Design load_store_unit, sky130hd; sources not shown.
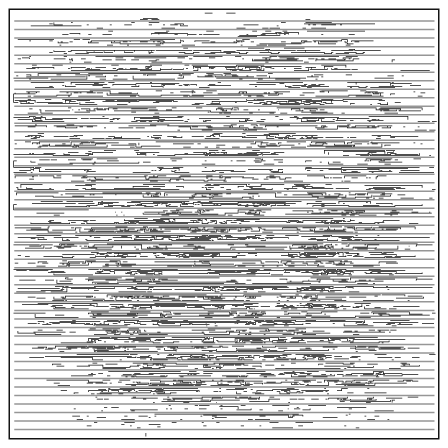
*Met1 routing*
Supply wires on this layer in grey.
wire length on this layer = 12000 um
longest straight run = 69.0 um
nets with wire on the layer = 1075
share of all routed wire = 44%
met1 usage: 0.400
Routed WL: 27100 um
DR vias: 7219

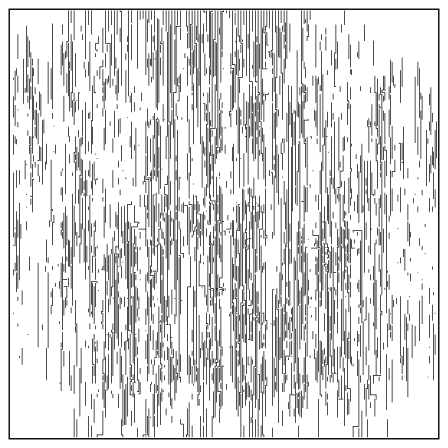
*M2 wires*
nets with wire on the layer = 1032
longest straight run = 67.7 um
main direction = vertical
wire length on this layer = 12700 um
met2 usage: 0.481

==> flow_summary.toml <==
# synthesis and place-and-route metrics
[run_status]
status = "finished, final reports clean"

[power_and_ir_drop]
peakVddDrop_mv = 0.160
pg_seq_mw = 0.699
power.leakage_nw = 4.45
powerComb_mw = 0.448

[finish]
seq_cells = 122
clk_share = 0.0627
mostFrequentLayoutCells = "nand2_1, clkdlybuf4s50_1, dfrtp_1, o21ai_0, nand3_1"
finish.net_count = 1198

[placement]
numPortBuffers = 201
placed_area_um2 = 9060

[sta]
clock.fmax_mhz = 219
rsz0062_at_grt = "false"

[cts]
numCtsBuffers = 17
clock_sinks = 122
cts_setup_buffers = 0

[global_route]
busiest_layer = "met2"
grt_first_pass_wirelength_um = 41800

[logic_synthesis]
ys_sh_xor = 0
synth_cell_types = 34
common_cells = "nand2_1, dfrtp_1, o21ai_0, nand3_1, nor2_1"
synthArstFlopShare = 1.00
syn-cell-area_um2 = 6730
largest_area_cell = "dfrtp_1"

[floorplan]
die_h_um = 137
num_rows = 48
fp.coreArea_um2 = 17500
die_w_um = 137

[setup_path]
cp_slowest_cell = "clkdlybuf4s50_1"
max_stage_delay_ns = 0.67
ff2ff_setup_slack_ns = 5.47
crit_path_start_kind = "input port"
critPathKind = "in2out"

[routing]
via_per_inst = 5.44
first_iter_violations = 489

[job]
cap_violations = 0
tool_warnings = 30
